Design pipeline_ctrl, sky130hd; sources not shown.
Figure 1. A small window of the routed layout.
Region (64, 13) to (89, 38) um. Cells in grey, sequential cells in the stronger grey; small squares are vias.
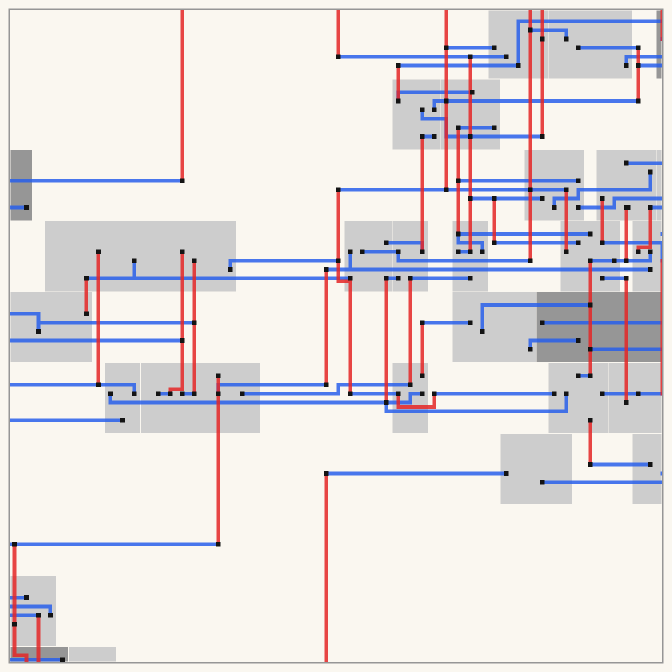
layer	colour
metal 2	red
metal 1	blue
cells with their middle in the window	21
sequential cells in the window	1
most frequent	nand4_1 (4), nand2_1 (3), xnor2_1 (3)

Figure 2. Where the registers sit.
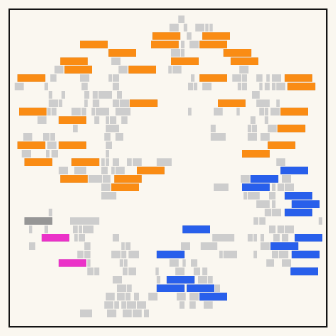
signal	colour	flops
r_state	magenta	2
stall_cnt	orange	32
flush_cnt	blue	16
not coloured	1
sequential share of cell area: 0.447
Final Core Density: 0.292

==> summary.txt <==
status: complete, no violations
Root Driver: clkbuf_8
WP data required: 2480 ps
Reg power frac: 0.607
row count: 36
Multi-In Gates: 185
layout net count: 282
CP Data Arrival Time: 1890 ps
die outline height: 102 um
fin area: 2860 sq um
Worst Skew: 5.18 ps
Synth Warn #: 6
Non-clock buffering overhead: 0.00526
GRT Max-Usage Layer: met2
Max clock buf depth: 2
aoi share: 0.0421
Commonest Layout Cell: dfrtp_1
met2 GRT Util: 0.181
most used cell, CP: a21oi_1
post-CTS setup buffers: 0
unrepaired setup endpoints after global routing: no
tool warnings: 26
GPL Wtd Cong: 0.716
Place WS: 292 ps
peak supply drop: 186 uV
max_cap viols: 0
Final Setup Violations: 0
Top cells by area: dfrtp_1 (49%), xnor2_1 (12%), xor2_1 (6.4%)
ys async rst share: 1.00
CP delay by family, top: AND-OR/OR-AND gates
fin crit period: 2510 ps
Post-synth EDFFs: 0
# IOs: 82
fp util: 0.267
Placement Cell Area: 2770 sq um
CP Capture Type: output port
clk_lat worst skew: 300 ps
critical path peak fanout: 3
Post-DRT Antenna Nets: 0
Routed Wire Length: 5680 um
Synth mux share: 0.0124
highest-power group: sequential cells
ys flops: 51
remaining global-route overflow: 0
Min Hold Slack: 332 ps
multi-input combinational area share: 0.444
Post-route DRC: 0
Net Sw Frac: 0.318
synth unique cells: 36
cells along the critical path: or4_1 > o21ai_1 > a21oi_1 > inv_1 > o21ai_0 > a21oi_1
CTS Buf Count: 5
Startpoint Class: primary input
Storage cell area: 1280 sq um
largest net degree at the start of global routing: 38
area grow syn2layout: 9.29%
Wirelength per Cell: 14.6 um
Mapped Area: 2610 sq um
max incr delay on CP: 510 ps
Comb group: 0.000174 W
top cells by count: dfrtp_1 (51), xnor2_1 (37), nand2_1 (22), xor2_1 (19)
Worst Path Buf+Inv: 1
post-route total power: 0.00142 W
initial antenna violation count: 0
vias per cell: 4.57
Mapped Avg Cell Area: 10.4 sq um
yosys cell count: 251
cells on worst reg2reg path: 4
vias in the first global route: 1774
Fin. Hold Viols: 0
clock share of power: 0.271
Gate Area: 1270 sq um
cell with the most instances after synthesis: dfrtp_1
clock slew at reported path FFs: 100 ps
most frequent cells in the layout: dfrtp_1 (51), xnor2_1 (37), nand2_1 (22)
simple share: 0.232
combinational group share of total power: 0.122
Worst path depth: 6
clock network share of area: 0.0311
wire length on met2: 2620 um
Power and IR drop assume default switching activity.
